**Run 1: supply network**

The bar under the picture is 20 um long. Pins as bars on the die edge. Tap cells in grey.
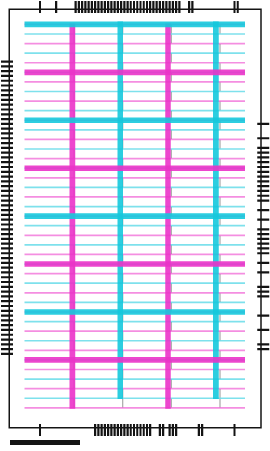
**Run 1: placed cells, one colour a class**

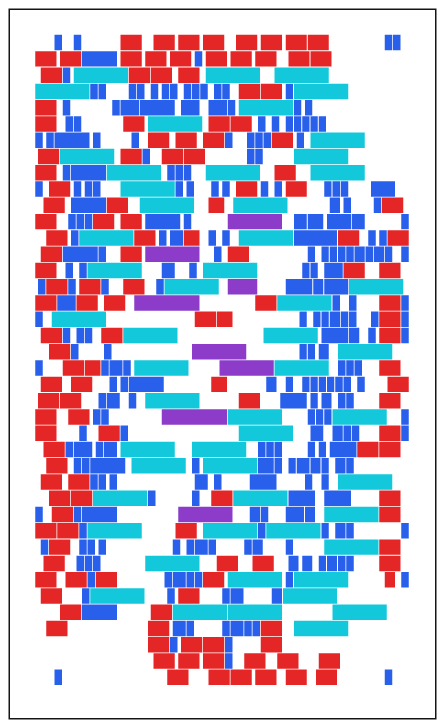
**Run 1: routed clock nets over the placement**

The bar under the picture is 20 um long.
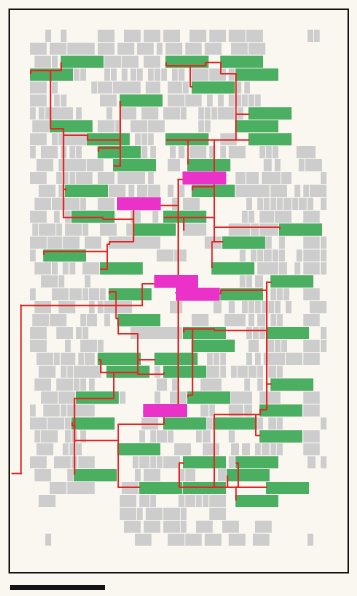
### config.mk
export PLATFORM = sky130hd
export DESIGN_NAME = instr_encoder
export DESIGN_NICKNAME = d
export VERILOG_FILES = /design/src/rtl/instr_encoder.sv
export SDC_FILE = /design/constraint.sdc
export NUM_CORES = 1
export LEC_CHECK = 0
export ABC_AREA = 1
export CORE_ASPECT_RATIO = 1.75
export CORE_MARGIN = 4
export CORE_UTILIZATION = 42
export DETAILED_ROUTE_END_ITERATION = 8
export PLACE_DENSITY = 0.86
export SETUP_SLACK_MARGIN = 0.3
export SYNTH_ARGS = -nofsm -noshare
export SYNTH_HDL_FRONTEND = slang
export SYNTH_SLANG_ARGS = --single-unit
### constraint.sdc
create_clock -name clk -period 3.2 [get_ports clk]
set_input_delay 0.48 -clock clk [delete_from_list [all_inputs] [get_ports clk]]
set_output_delay 0.48 -clock clk [all_outputs]
set_load 0.01 [all_outputs]
### src/rtl/instr_encoder.sv
// Packs MIPS instruction fields into 32-bit words and streams them into IMEM
// through a registered write port with an auto-incrementing byte address.
//
// state | meaning
// IDLE  | waiting for start; no beats accepted
// LOAD  | accepting field beats, one memory write per legal beat
// DONE  | program finished (last beat or capacity reached); waiting for start
module instr_encoder #(
    parameter logic [31:0] BASE_ADDR = 32'h0000_0000,
    parameter int          MAX_WORDS = 256,
    parameter int          CNT_W     = 9
) (
    input  logic             clk,
    input  logic             rst_n,
    input  logic             start,
    input  logic             in_valid,
    output logic             in_ready,
    input  logic [1:0]       fmt,
    input  logic [5:0]       op,
    input  logic [4:0]       rs,
    input  logic [4:0]       rt,
    input  logic [4:0]       rd,
    input  logic [4:0]       sa,
    input  logic [5:0]       fun,
    input  logic [15:0]      imm16,
    input  logic [25:0]      imm26,
    input  logic             last,
    output logic             mem_we,
    output logic [31:0]      mem_addr,
    output logic [31:0]      mem_wdata,
    output logic [CNT_W-1:0] count,
    output logic             busy,
    output logic             done,
    output logic             err
);

    typedef enum logic [1:0] {
        IDLE = 2'd0,
        LOAD = 2'd1,
        DONE = 2'd2
    } state_t;

    localparam logic [CNT_W-1:0] MAX_CNT = CNT_W'(MAX_WORDS);

    state_t           state_q, state_d;
    logic [CNT_W-1:0] count_q, count_d;
    logic             err_q, err_d;
    logic             mem_we_q, mem_we_d;
    logic [31:0]      mem_addr_q, mem_addr_d;
    logic [31:0]      mem_wdata_q, mem_wdata_d;

    logic             accept;
    logic             legal;
    logic             reach_max;
    logic [CNT_W-1:0] count_inc;
    logic [31:0]      word;

    always_comb begin
        word = 32'h0;
        case (fmt)
            2'b00:   word = {op, rs, rt, rd, sa, fun};
            2'b01:   word = {op, rs, rt, imm16};
            2'b10:   word = {op, imm26};
            default: word = 32'h0;
        endcase
    end

    assign legal     = (fmt != 2'b11);
    assign count_inc = count_q + CNT_W'(1);
    assign reach_max = legal && (count_inc == MAX_CNT);
    assign in_ready  = (state_q == LOAD) && (count_q < MAX_CNT) && !start;
    assign accept    = in_valid && in_ready;

    always_comb begin
        state_d     = state_q;
        count_d     = count_q;
        err_d       = err_q;
        mem_we_d    = 1'b0;
        mem_addr_d  = mem_addr_q;
        mem_wdata_d = mem_wdata_q;
        case (state_q)
            IDLE, DONE: begin
                if (start) begin
                    state_d = LOAD;
                    count_d = '0;
                    err_d   = 1'b0;
                end
            end
            LOAD: begin
                if (start) begin
                    count_d = '0;
                    err_d   = 1'b0;
                end else if (accept) begin
                    if (legal) begin
                        mem_we_d    = 1'b1;
                        mem_addr_d  = BASE_ADDR + {{(30-CNT_W){1'b0}}, count_q, 2'b00};
                        mem_wdata_d = word;
                        count_d     = count_inc;
                    end else begin
                        err_d = 1'b1;
                    end
                    // Overflow: capacity filled but the program did not say it was finished.
                    if (reach_max && !last) err_d = 1'b1;
                    if (last || reach_max) state_d = DONE;
                end
            end
            default: state_d = IDLE;
        endcase
    end

    always_ff @(posedge clk or negedge rst_n) begin
        if (!rst_n) begin
            state_q     <= IDLE;
            count_q     <= '0;
            err_q       <= 1'b0;
            mem_we_q    <= 1'b0;
            mem_addr_q  <= BASE_ADDR;
            mem_wdata_q <= 32'h0;
        end else begin
            state_q     <= state_d;
            count_q     <= count_d;
            err_q       <= err_d;
            mem_we_q    <= mem_we_d;
            mem_addr_q  <= mem_addr_d;
            mem_wdata_q <= mem_wdata_d;
        end
    end

    assign mem_we    = mem_we_q;
    assign mem_addr  = mem_addr_q;
    assign mem_wdata = mem_wdata_q;
    assign count     = count_q;
    assign err       = err_q;
    assign busy      = (state_q == LOAD);
    assign done      = (state_q == DONE);

endmodule
==> notes.md, run 1 <==
Entry: Yosys synthesis followed by OpenROAD place and route.

Route:
- The routed design has 8.32 mm of wire.
- The run gives the total iterations of the first detailed-routing run as 4.
- The run gives the overall via count from detail_route as 2763.
- The run gives the top routing layer in use as met4.
- The run puts the ratio of routed vias to standard cells at 4.93.
- Nets still carrying antenna violations after routing amount to 0.
- The run gives the detailed-routed wire length on met3 as around 600 um.
- The run gives the sum of routed wire segments on met1 as slightly below 3 mm.
- The run puts the wire length per cell at 14.8 um.

Setup path:
- The run puts the data required time at the worst endpoint at 2.72 ns.
- Grouping stages by cell kind, the critical path spends the most delay in buffers and inverters.
- The number of buffers and inverters on the critical path is 3.
- The run puts the cell count along the critical path at 5.
- By instance count, the cell type seen most on the critical path is clkdlybuf4s50_1.
- The run gives the type of origin of the critical path as an input port.
- According to the timing report, the critical path is captured at in_ready.
- The most critical setup path has its startpoint at start.
- Per the timing report, the most critical flop-to-flop path originates at state_q[1]$_DFFE_PN0P_.
- By startpoint and endpoint, the worst setup path is classified as in -> out.
- In this run the register-to-register setup slack is 1.31 ns.
- In this design, the stage delay of the slowest critical-path cell is 0.55 ns.
- The run puts the arrival time reported for the critical path endpoint at 1.81 ns.

STA:
- In the finished design, the share of the clock period the worst path needs comes to 71.5%.
- The worst path in the final design needs a cycle of between 2 and 2.5 ns, including I/O delays and setup.
- Setup repair after global routing left no endpoint under its margin.
- The run gives the worst slack on hold paths as between 0.15 and 0.2 ns.
- Hold-check failures listed in the final report amount to 0.
- The run gives the worst path setup slack after routing as 0.912 ns.
- At the pin with the least slew margin, the transition time is 0.605 ns.
- The run puts the number of failing setup endpoints in the final timing report at 0.
- The run puts the worst max-slew margin expressed relative to the limit at 59.7%.
- Summed over all failing endpoints, the final setup total negative slack is 0 ns.

Finish:
- The design has 54 sequential cells.
- Per the layout report, the design carries 590 filler cells.
- Non-clock buffers in the final layout number 140.
- The run puts the area growth from synthesis to layout at 51.1%.
- The run puts the non-clock inverter count in the final layout at 20.
- The run puts the logic area at 1300 um^2.
- The run puts the post-route core utilization at 64.9%.
- Across the whole layout, multi-input logic makes up 29.4% of the cell area.
- The run gives the area of all placed cells without fillers as around 4400 um^2.
- The most common logic cells in the final layout are clkdlybuf4s50_1 (134), nand2_1 (127), dfrtp_1 (54), nor2_1 (40), conb_1 (23).
- The run gives the fraction of cell area in non-clock buffers as 31.3%.
- Of the cells placed in the final design, the portion with a size suffix greater than 1 is 8.81%.
- The run puts the multi-input gate count at 255.
- Looking at the area split, the leading class of cells is buffers.
- The final antenna diode tally reported by the flow is 0.
- The run gives the final-stage net count as 558.

Yosys:
- The most frequently used library cell after synthesis is nand2_1.
- Of all cell types, the one taking the most synthesized area is dfrtp_1.
- For reference, the top cells by count after synthesis are nand2_1 (127), dfrtp_1 (54), nor2_1 (40).
- The run gives the cell count after synthesis as 344.
- Per Yosys stat, the portion of area used by sequential elements is 46.3%.
- The run puts the yosys synthesis chip area at 2920 um^2.
- The run gives the cell count listed in synth_stat.txt as 344.
- The run puts the simple-gate share of the synthesized area at 25.4%.
- The synthesized netlist devotes 15.4% of its cell area to compound gates.
- The average instance in the mapped netlist occupies between 8 and 9 um^2.
- The run puts the area share of xor/xnor cells in the synthesized design at less than 1%.
- Per the synthesis report, the adder-cell share of the synthesized area is less than 1%.
- After synthesis, the largest family of logic cells by area is simple AND/OR/NAND/NOR gates.
- The portion of synthesized area spent on multiplexers is 0%.
- After synthesis, the cell types taking the most area are dfrtp_1 (46%), nand2_1 (16%), buf_4 (6.9%), a41oi_2 (6.1%), nor2_1 (5.1%).
- The run puts the count of flip-flops with a built-in enable after synthesis at 0.
- The run gives the yosys synthesis warning count as 0.
- The run puts the proportion of register bits with asynchronous set or reset after synthesis at 100%.

Floorplan:
- The run gives the tap cell count as 84.
- The run gives the die width as between 70 and 80 um.
- The run gives the area enclosed by the die boundary as about 8400 um^2.
- The run puts the top-level port count at 159.
- The run gives the row count as 40.
- The run puts the core utilization at floorplan at a little over two fifths.
- After floorplanning, the core was sized to cover between 6000 and 7000 um^2.

Global routing:
- The run gives the via count of the first global-routing pass as 2979.
- The run gives the remaining global-route overflow as 0.
- The run gives the maximum number of pins on one net before global-route repair as 39.
- The run gives the met2 layer usage reported by global route as a little under two fifths.
- The run gives the global-route wire length before repair as 13.6 mm.
- The run puts the initial antenna violation count at 0.
- The run gives the met1 global-route usage as 20.2%.
- Global routing used 19.9% of the available tracks.

CTS:
- In this run, post-CTS hold repair placed 0 buffers.
- The run gives the cell at the root of the clock tree as clkbuf_16.
- Looking at the worst setup and hold paths, the clock pins of their registers show a slew of 0.07 ns.
- The run gives the number of CTS-inserted buffers as 5.
- The run puts the later-pin clock latency in the skew report at 0.29 ns.
- The run gives the H-tree depth reported by CTS as 2.

Run:
- OpenROAD emitted warnings numbering 26.
- Max-cap violations in this run came to 0.

Placed design:
- The run puts the cell area after placement at 4220 um^2.
- The run puts the HPWL after detailed placement at 6.69 mm.
- The run puts the post-placement cell count at ~550.
- The congestion estimate from routability-driven global placement came to 0.780.

Power and ir drop:
- The run gives the switching power summed over all nets as 1000 uW.
- The highest supply drop recorded on VDD is 394 uV.
- The run gives the switching share of power as a little under a third.
- The run puts the clock power share at 22.6%.
- In the power breakdown, the biggest contributor is combinational logic.
- The report lists the power per cell area as 712 nW/um^2.
- The internal power of the cells totals 2140 uW.
- The run puts the total power at 3140 uW.
- The run puts the combinational group share of total power at 42.2%.
- The run puts the sequential group share of total power at about a third.
- Sequential cells consume a total of 1110 uW.

Status:
- The run finished with clean final reports.
-- 'supply network' (at the start) --
[VDD] cyan
[VSS] magenta
signal pins: 159
rows: 40
met5 straps: 8
met1 rails: 41

-- 'placed cells, one colour a class' (at the start) --
[registers] cyan | cells: 54 | share of their area: 31%
[clock drivers and dummy loads] purple | cells: 8 | share of their area: 4.6%
[remaining buffers and delay cells] red | cells: 140 | share of their area: 32%
[remaining logic cells] blue | cells: 275 | share of their area: 32%

-- 'routed clock nets over the placement' (at the start) --
[flip-flops] green | count: 54
[clock-net drivers] magenta | count: 5
[clock wires] red | length: 657 um
routed clock nets: 6
clk pwr: 711 uW
clock tree skew after final layout: 0.00473 ns

**Run 1: signal wires by layer**

The bar under the picture is 20 um long. Only two layers are drawn.
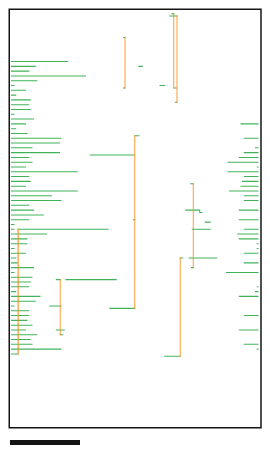

==> run 1 -> run 2 <==
- CORE_UTILIZATION: 42 -> 35
- PLACE_DENSITY: 0.86 -> 0.76
- clock period: 3.2 -> 2 ns (I/O delays scaled with it)
**Run 2: signal wires by layer**

The bar under the picture is 20 um long. Only two layers are drawn.
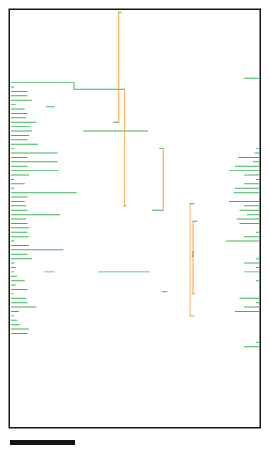
[M4] orange | wire length: 146 um
[M3] green | wire length: 520 um

**Run 2: clock routing**

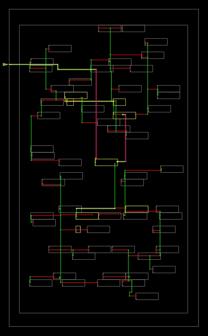
number of clock buffers inserted by TritonCTS: 5
Flop Count: 54

==> notes.md, run 2 <==
Entry: Yosys synthesis followed by OpenROAD place and route.

Status:
- The flow ran to the end, and the final reports show no timing, DRC or antenna violations.

CTS:
- In this run the clock root is driven by a clkbuf_16.
- The clock tree synthesis step divided the H-tree into 2 levels.
- The run gives the clock edge transition at the registers on the reported setup and hold paths as 0.07 ns.
- Buffers inserted to repair hold after CTS numbered 1.

Placed design:
- The run gives the HPWL after detailed placement as 6.47 mm.
- The run puts the last weighted congestion value of the routability-driven placer at 0.895.
- The run gives the cell area after placement as 4300 um^2.
- The run puts the post-placement cell count at 563.

Global routing:
- The total overflow left after global routing is 0.
- The run gives the met3 usage as under 10%.
- Routing resource usage on met1 recorded by global route was between 10% and 20%.
- Global routing used between 10% and 20% of the available tracks.
- The run gives the via count of the first global-routing pass as around 2800.
- The initial antenna violation count was 0.
- The run gives the maximum number of pins on one net before global-route repair as 43.

Route:
- Detailed routing inserted a total of ~2800 vias.
- The run puts the total routed wirelength at 8.22 mm.
- The run gives the final antenna-violating net count as 0.
- In the final routing, the length of wire on met1 measures 2.93 mm.
- The run puts the wire length per cell at 14.3 um.
- The run puts the ratio of routed vias to standard cells at 4.80.

Yosys:
- Per the synthesis report, the XOR/XNOR share of the synthesized area is less than 1%.
- The run gives the mean instance size in the synthesized netlist as 8.49 um^2.
- Sorting the synthesized cells by area gives the leading types as dfrtp_1 (46%), nand2_1 (16%), buf_4 (6.9%), a41oi_2 (6.1%), nor2_1 (5.1%).
- The cell-mix breakdown from Yosys lists the adder-cell area share as 0.428%.
- For this run the top cell type by instance count after synthesis was nand2_1.
- For this run, asynchronously set or reset flops after synthesis account for 100%.
- Sorting the synthesized cells by how often they occur yields nand2_1 (127), dfrtp_1 (54), nor2_1 (40).
- The run puts the yosys synthesis chip area at 2920 um^2.
- The run gives the area fraction in compound gates after synthesis as between 15 and 20%.
- The run puts the sequential-to-total area share from yosys stat at between 40 and 50%.
- After synthesis, the design contains 344 cells according to Yosys.
- The biggest area contributor in the post-synthesis netlist is dfrtp_1.
- The run gives the mux cell area share after synthesis as 0%.
- Among the non-sequential cells, simple AND/OR/NAND/NOR gates take the most area.
- The run gives the yosys synthesis warning count as 0.
- The run puts the cell count after synthesis at around 340.
- Per the synthesis report, the simple-gate share of the synthesized area is 25.4%.

Setup path:
- Grouping stages by cell kind, the critical path spends the most delay in buffers and inverters.
- The run puts the worst stage delay on the critical path at 0.58 ns.
- Looking at the reg2reg group, the worst path starts from count[0]$_DFFE_PN0P_.
- The run gives the data required time at the worst endpoint as 1.70 ns.
- The worst setup path is launched from a register.
- The run gives the critical path class as reg -> out.
- In this run the number of cells on the critical path is 1.
- The run puts the arrival time reported for the critical path endpoint at 1.34 ns.
- The report lists the cells along the critical path as clkdlybuf4s50_1.
- The run gives the worst setup slack for register-to-register paths as 0.38 ns.

STA:
- The run puts the worst-margin pin slew at 0.528 ns.
- Measured against its own limit, the worst slew margin works out to 64.8%.
- The run gives the hold violation total from the final report as 0.
- The run gives the post-route setup TNS as 0 ns.
- Setup repair after global routing could not meet its margin everywhere.
- Endpoints with negative setup slack in the final report add up to 0.
- The run gives the portion of the clock cycle consumed by the worst path in the final layout as slightly above 80%.
- The run puts the worst slack on hold paths at roughly 0.48 ns.
- The run gives the worst path setup slack after routing as 0.357 ns.
- The run gives the post-layout minimum cycle time as between 1.5 and 2 ns.

Finish:
- The run puts the multi-input gate count at around 260.
- The run puts the post-route core utilization at between 50% and 60%.
- The run puts the multi-input combinational area share at 29.2%.
- The run puts the area growth from synthesis to layout at 54.0%.
- The run gives the layout filler cell count as 742.
- The multi-input combinational cells in the finished layout cover a total of roughly 1300 um^2.
- Counting plain and timing-repair buffers in the layout gives roughly 150.
- Of the cells placed in the final design, the portion with a size suffix greater than 1 is 10.7%.
- The run puts the fraction of cell area in non-clock buffers at approximately 33%.
- The run puts the final-stage net count at 565.
- The run gives the area of all placed cells without fillers as 4500 um^2.
- Leaving out fill and tap cells, the most frequent cells in the layout are clkdlybuf4s50_1 (131), nand2_1 (126), dfrtp_1 (53), nor2_1 (39), conb_1 (23).
- The number of antenna diodes in the final layout is 0.
- The run puts the non-clock inverter count in the final layout at 20.

Run:
- The run gives the number of maximum-capacitance violations as 0.
- The run puts the total tool warning count at 27.

Power and ir drop:
- The run gives the cell area power density as 1070 nW/um^2.
- The flow reports that the clock network draws 18.5% of the design power.
- The run gives the peak supply drop as 594 uV.
- The run puts the combinational group share of total power at a little under half.
- Net switching is 33.0% of the power.
- The run gives the total power as 4820 uW.
- The run puts the sequential cell power at approximately 1700 uW.
- The script extracted a net switching power of 1590 uW.
- The clock network power reported by the tool is 891 uW.

Floorplan:
- The run gives the total core area as 8020 um^2.
- The run gives the area enclosed by the die boundary as 9930 um^2.
- The run gives the row count as 43.
- The run puts the top-level port count at ~160.
- The run puts the tap cell count at 90.
- The run puts the die width at 77.1 um.
- The run gives the core utilization at floorplan as 36.4%.
Power and IR drop assume default switching activity.
